<file path="src/rtl/obuffer_unpack.sv">
// Egress unpacker: buffers two-slot packed words in a DEPTH-entry FIFO and replays them as an
// Avalon-ST flit stream. Optional flit statistics are enabled with `define OBUFFER_UNPACK_STATS_EN.
module obuffer_unpack #(
  parameter int PACKET_WIDTH = 142,
  parameter int DATA_WIDTH   = 64,
  parameter int DEPTH        = 8
) (
  input  logic                    clk,
  input  logic                    reset,
  input  logic                    i_valid,
  input  logic [PACKET_WIDTH-1:0] i_data,
  output logic                    o_ready,
  output logic                    o_valid,
  output logic                    o_sop,
  output logic                    o_eop,
  output logic [2:0]              o_empty,
  output logic                    o_error,
  output logic [DATA_WIDTH-1:0]   o_data,
  input  logic                    i_ready
`ifdef OBUFFER_UNPACK_STATS_EN
  ,
  output logic [31:0]             o_pkt_count,
  output logic [15:0]             o_err_count
`endif
);

  localparam int HALF  = PACKET_WIDTH / 2;
  localparam int PTR_W = $clog2(DEPTH);
  localparam int CNT_W = PTR_W + 1;
  localparam logic [CNT_W-1:0] DEPTH_C = CNT_W'(DEPTH);

  typedef enum logic [1:0] {ST_IDLE, ST_HI, ST_LO} state_t;

  logic [PACKET_WIDTH-1:0] mem [DEPTH];
  logic [PTR_W-1:0]        wr_ptr_reg, rd_ptr_reg;
  logic [CNT_W-1:0]        mem_count_reg, count;
  logic [PACKET_WIDTH-1:0] head_reg;
  logic                    head_valid_reg;
  logic                    push, mem_rd, head_pop, accept;

  state_t                  state_reg, state_next;
  logic [PACKET_WIDTH-1:0] word_reg;
  logic [HALF-1:0]         hi_slot, lo_slot, cur_slot;

  // The head register makes the FIFO first-word-fall-through while the array keeps a registered read.
  assign count   = mem_count_reg + CNT_W'(head_valid_reg);
  assign o_ready = (count < DEPTH_C);
  assign push    = i_valid && o_ready;
  assign mem_rd  = (mem_count_reg != '0) && (!head_valid_reg || head_pop);

  always_ff @(posedge clk) begin
    if (push)
      mem[wr_ptr_reg] <= i_data;
    if (mem_rd)
      head_reg <= mem[rd_ptr_reg];
  end

  always_ff @(posedge clk or posedge reset) begin
    if (reset) begin
      wr_ptr_reg     <= '0;
      rd_ptr_reg     <= '0;
      mem_count_reg  <= '0;
      head_valid_reg <= 1'b0;
    end else begin
      if (push)
        wr_ptr_reg <= wr_ptr_reg + 1'b1;
      if (mem_rd)
        rd_ptr_reg <= rd_ptr_reg + 1'b1;
      case ({push, mem_rd})
        2'b10:   mem_count_reg <= mem_count_reg + 1'b1;
        2'b01:   mem_count_reg <= mem_count_reg - 1'b1;
        default: mem_count_reg <= mem_count_reg;
      endcase
      if (mem_rd)
        head_valid_reg <= 1'b1;
      else if (head_pop)
        head_valid_reg <= 1'b0;
    end
  end

  assign hi_slot  = word_reg[PACKET_WIDTH-1:HALF];
  assign lo_slot  = word_reg[HALF-1:0];
  assign cur_slot = (state_reg == ST_LO) ? lo_slot : hi_slot;

  // A word whose HI valid bit is clear never raises o_valid, so it is dropped silently.
  assign o_valid = (state_reg != ST_IDLE) && cur_slot[HALF-1];
  assign o_sop   = o_valid & cur_slot[HALF-2];
  assign o_eop   = o_valid & cur_slot[HALF-3];
  assign o_empty = o_valid ? cur_slot[HALF-4:HALF-6] : 3'd0;
  assign o_error = o_valid & cur_slot[HALF-7];
  assign o_data  = o_valid ? cur_slot[DATA_WIDTH-1:0] : '0;
  assign accept  = o_valid && i_ready;

  always_comb begin
    state_next = state_reg;
    head_pop   = 1'b0;
    case (state_reg)
      ST_IDLE: begin
        if (head_valid_reg) begin
          head_pop   = 1'b1;
          state_next = ST_HI;
        end
      end
      ST_HI: begin
        if (!hi_slot[HALF-1] || accept) begin
          if (hi_slot[HALF-1] && lo_slot[HALF-1]) begin
            state_next = ST_LO;
          end else if (head_valid_reg) begin
            head_pop   = 1'b1;
            state_next = ST_HI;
          end else begin
            state_next = ST_IDLE;
          end
        end
      end
      ST_LO: begin
        if (accept) begin
          if (head_valid_reg) begin
            head_pop   = 1'b1;
            state_next = ST_HI;
          end else begin
            state_next = ST_IDLE;
          end
        end
      end
      default: state_next = ST_IDLE;
    endcase
  end

  always_ff @(posedge clk or posedge reset) begin
    if (reset) begin
      state_reg <= ST_IDLE;
      word_reg  <= '0;
    end else begin
      state_reg <= state_next;
      if (head_pop)
        word_reg <= head_reg;
    end
  end

`ifdef OBUFFER_UNPACK_STATS_EN
  always_ff @(posedge clk or posedge reset) begin
    if (reset) begin
      o_pkt_count <= '0;
      o_err_count <= '0;
    end else begin
      if (accept && o_eop && (o_pkt_count != '1))
        o_pkt_count <= o_pkt_count + 32'd1;
      if (accept && o_error && (o_err_count != '1))
        o_err_count <= o_err_count + 16'd1;
    end
  end
`endif

endmodule
</file>
<file path="config.mk">
export PLATFORM = sky130hd
export DESIGN_NAME = obuffer_unpack
export DESIGN_NICKNAME = d
export VERILOG_FILES = /design/src/rtl/obuffer_unpack.sv
export SDC_FILE = /design/constraint.sdc
export NUM_CORES = 1
export LEC_CHECK = 0
export CAP_MARGIN = 5
export CELL_PAD_IN_SITES_DETAIL_PLACEMENT = 2
export CELL_PAD_IN_SITES_GLOBAL_PLACEMENT = 2
export CORE_MARGIN = 3
export CORE_UTILIZATION = 43
export DETAILED_ROUTE_END_ITERATION = 8
export PLACE_DENSITY_LB_ADDON = 0.1
export REMOVE_ABC_BUFFERS = 1
export SYNTH_ARGS = -nofsm -noshare
export SYNTH_HDL_FRONTEND = slang
export SYNTH_SLANG_ARGS = --single-unit
</file>
<file path="constraint.sdc">
create_clock -name clk -period 14.2 [get_ports clk]
set_clock_uncertainty 0.2 [all_clocks]
set_input_delay 4.26 -clock clk [delete_from_list [all_inputs] [get_ports clk]]
set_output_delay 4.26 -clock clk [all_outputs]
set_load 0.02 [all_outputs]
</file>
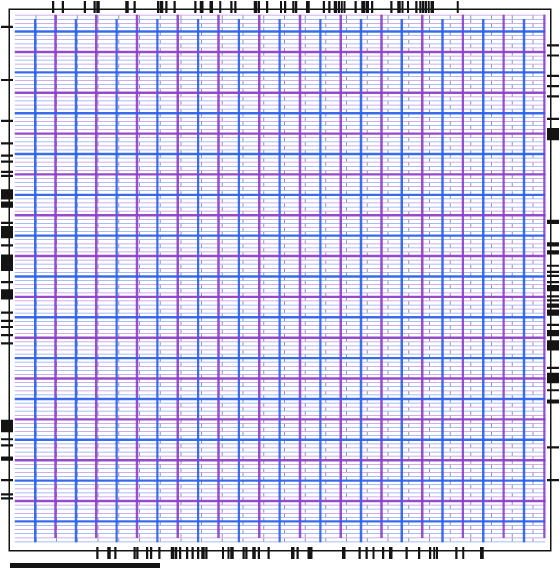
Figure 1: power grid.
Bar = 100 um. Pins as bars on the die edge. Tap cells in gray.
Blue stands for VSS. Purple stands for VDD.
25 straps on met5. The core has 129 rows. 130 met1 rails follow the rows. 26 straps on met4.
die extent in y: 360 um
area of the core: 124000 um2
die width: 360 um
IR drop worst, VDD: 0.000156 V

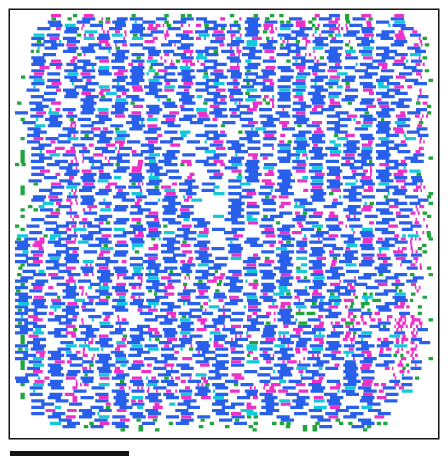
Figure 2: cells colored by class.
Bar = 100 um.
Blue stands for registers, cells 1433. Magenta stands for remaining logic cells, cells 849. Cyan stands for clock drivers and dummy loads, cells 289. Green stands for remaining buffers and delay cells, cells 264.
final cell utilization of the core: 50.9%
final instance area: 63000 um2

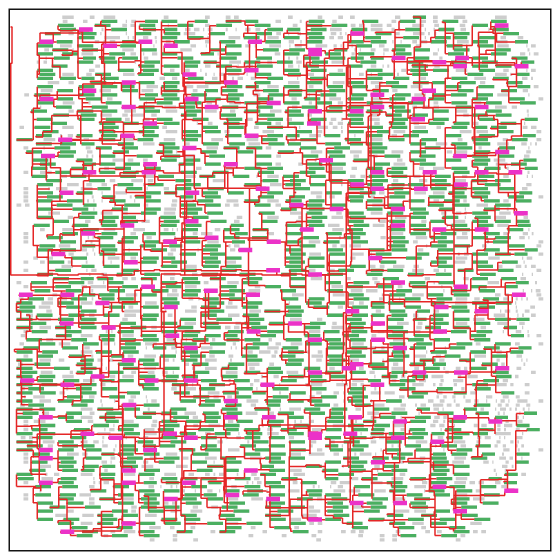
Figure 3: routed clock nets over the placement.
Magenta stands for clock-net drivers, count 154. Red stands for clock wires, length 17900 um. Green stands for flip-flops, count 1433.
There are 155 routed clock nets.
Worst-Skew Late Latency: 750 ps
power in the clock group: 3.97 mW

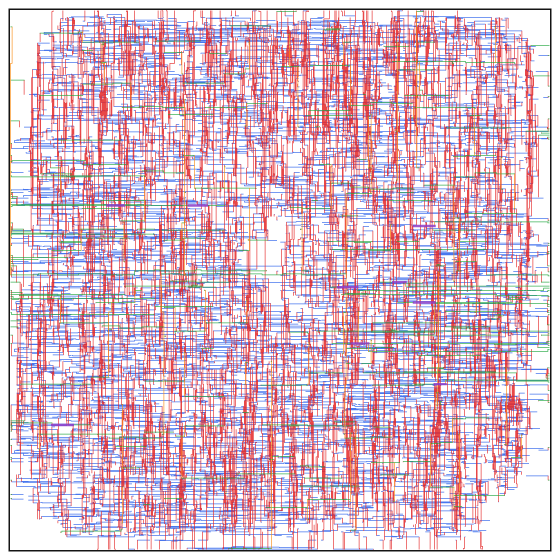
Figure 4: signal wires by layer.
Orange stands for M4, wire length 2530 um. Red stands for M2, wire length 66.5 mm. Green stands for M3, wire length 6320 um. Blue stands for M1, wire length 58.2 mm. Purple stands for M5, wire length 104 um.
overall via count from detail_route: 24900
Avg WL per Cell: 29.8 um

==> CHANGELOG.md <==
### Changed

* Status: complete, no violations
* Post-CTS setup buffer count at 0
* Yosys stat area at 53800 um2
* Most frequent standard cell in the layout excluding fill and tap cells: sky130_fd_sc_hd__edfxtp_1
* Async set-reset flop share out of synthesis at 10.8%
* Total gr overflow at 0
* Minimum period implied by the final worst setup slack at 8250 ps
* Dominant kind of combinational cell: multiplexers
* Net count reported at finish at 2854
* Count of maximum capacitance violations at 0
* Drt pass-1 iters at 6
* Critical path's top delay family: buffers and inverters
* Least-Margin Pin Slew at 1050 ps
* Arrival @ worst endpoint at 3790 ps
* RR Endpoint: head_reg[114]$_DFFE_PP_
* Top cell area share at 71.3%
* Final cell count without fillers at 4488
* Unrepaired setup endpoints after global routing: false
* Syn avg cell area at 22.4 um2
* Fmax achieved at 0.121 GHz
* Number of clock sinks seen by CTS at 1433
* CP Class: register to output pin
* Top flip-flop cell by instance count after synthesis: sky130_fd_sc_hd__edfxtp_1
* Startpoint of the worst setup timing path: state_reg[0]$_DFFE_PP0P_
* Setup tns final at 0 ps
* Worst hold path stage count at 1
* Origin of the worst min-delay path: head_reg[91]$_DFFE_PP_
* End point of the most critical hold path: word_reg[91]$_DFFE_PP0P_
* Commonest cells post-synth: sky130_fd_sc_hd__edfxtp_1, sky130_fd_sc_hd__mux4_2, sky130_fd_sc_hd__mux2_2
* CP endpoint kind: output pin
* Total half-perimeter wirelength after legalization and detailed placement at 70600 um
* Power, Total at 14.0 mW
* Yosys cell count at 2401
* Total standard cell area after synthesis at 53800 um2
* Number of buffers and inverters on the critical path at 2
* Adders+Majority by Area at 0.153%
* Final worst hold slack at 252 ps
* Data required time of the critical path at 9740 ps
* Crit share post-route at 58.1%
* Final Max Tran Viols at 0
* Routed wire length at 134000 um
* Maximum cell stage delay along the critical path at 750 ps
* Share of synthesized area spent on multiplexers at 17.9%
* Largest buffer count on any clock path at 3
* Crit start category: register
* Tightest slew margin relative to the limit at 29.7%
* Most used standard cell by instance count after synthesis: sky130_fd_sc_hd__edfxtp_1
* Global-route total usage across every layer at 21.1%
* Logic depth of the worst path, buffers included at 5
* Clock transition time at the flip-flop clock pins of the worst setup and hold paths at 60 ps
* CTS Buf Count at 154
* Number of DRC violations after detailed routing at 0
* Number of distinct standard cells referenced by the synthesized netlist at 35
* Number of hold-repair buffers added at the cts stage at 0
* Seq share, synth at 78.5%
* Reg2reg start: rd_ptr_reg[0]$_DFFE_PP0P_
* Leak Pwr at 20.6 nW
* Number of instances in the placed design at 4183
* Library cell occupying the most area in the post-synthesis netlist: sky130_fd_sc_hd__edfxtp_1
* Number of instances in the synthesized netlist at 2401
* Total of flip-flops plus latches after synthesis at 1433
* Area of the die at 129000 um2
* Number of OpenROAD warnings at 29
* Core Util at FP at 43.4%
* Count of library flops with an enable pin at 1278
* Cell chain of the critical path: nand2b_4 -> buf_4 -> nand2_1 -> a21oi_1 -> clkdlybuf4s50_1
* TritonCTS clock tree: done
* Pwr/cell area at 222 nW/um2
* Most instantiated logic cells after routing: sky130_fd_sc_hd__edfxtp_1, sky130_fd_sc_hd__mux4_2, sky130_fd_sc_hd__clkdlybuf4s50_1
* Post-synthesis xor/xnor area fraction at 0.114%
* Final RePlAce weighted congestion at 0.697
* Cell type of the slowest stage on the worst timing path: sky130_fd_sc_hd__buf_4
* Pin count of the biggest net entering global routing at 103
* Placement Cell Area at 58000 um2
* Area overhead of the layout relative to synthesis at 17.1%
* Reg2Reg Setup Slack at 9400 ps
* CTS H-tree lvls at 4
* Yosys warning total at 0
* Via-per-instance ratio at 5.56
* Fraction of layout cells with a size suffix above 1 at 27.5%
* Initial antenna violation count at 26
* Endpoints failing setup at 0
* Number of global-route vias before repair at 28700
* Global-route wire length before repair at 201000 um
* Largest fanout on the critical path at 45
* Max FFs per register at 1136
* Resized Gates After CTS at 0
* I/O Pins at 218
* CTS Root Cell: sky130_fd_sc_hd__clkbuf_16
* Minimum setup slack after placement at 5710 ps
* Hold Violations, Final at 0
* Basic-gate share of the synthesized area counting and, or, nand and nor cells at 1.29%
* Number of nets with antenna violations after detailed routing at 0
* Tally of buffers added on design ports at 217
* Worst hold path type: register to register
* Number of rows in the core area at 129
* Reg2reg path depth at 5
* Iteration-0 DRC Markers at 1741
* Area share of and-or/or-and cells after synthesis at 0.837%
* Critical path destination: o_data[3]
* Final worst slack at 5950 ps
* Cell types occupying the most area after synthesis: sky130_fd_sc_hd__edfxtp_1, sky130_fd_sc_hd__mux4_2, sky130_fd_sc_hd__dfrtp_1, sky130_fd_sc_hd__mux2_2, sky130_fd_sc_hd__mux2_1
## per-layer routing
metal  wire length (um)  up-vias  GRT usage [%]  part of all wire, %
li1                   -    10500              -                    -
met1              58200    13800           28.7                   44
met2              66500      511           35.2                   50
met3               6320      193           4.26                  4.7
met4               2530       18           5.69                  1.9
met5                103        -              0                0.077
## cell type report
cell class / instances / area (um2)
fill: 10500 / 60900
sequential: 1433 / 42300
multi-input combinational: 842 / 11000
clock buffer: 231 / 4470
timing repair buffer: 264 / 2610
tap: 1637 / 2050
clock inverter: 58 / 579
antenna: 16 / 40.0
inverter: 7 / 38.8
## power breakdown
part	switching (mW)	internal (mW)	leakage (nW)
Sequential	0.389	5.70	13.5
Clock	1.66	2.31	2.47
Combinational	2.16	1.81	4.63
Power figures rest on the tool's default switching activity, not on a simulated workload.
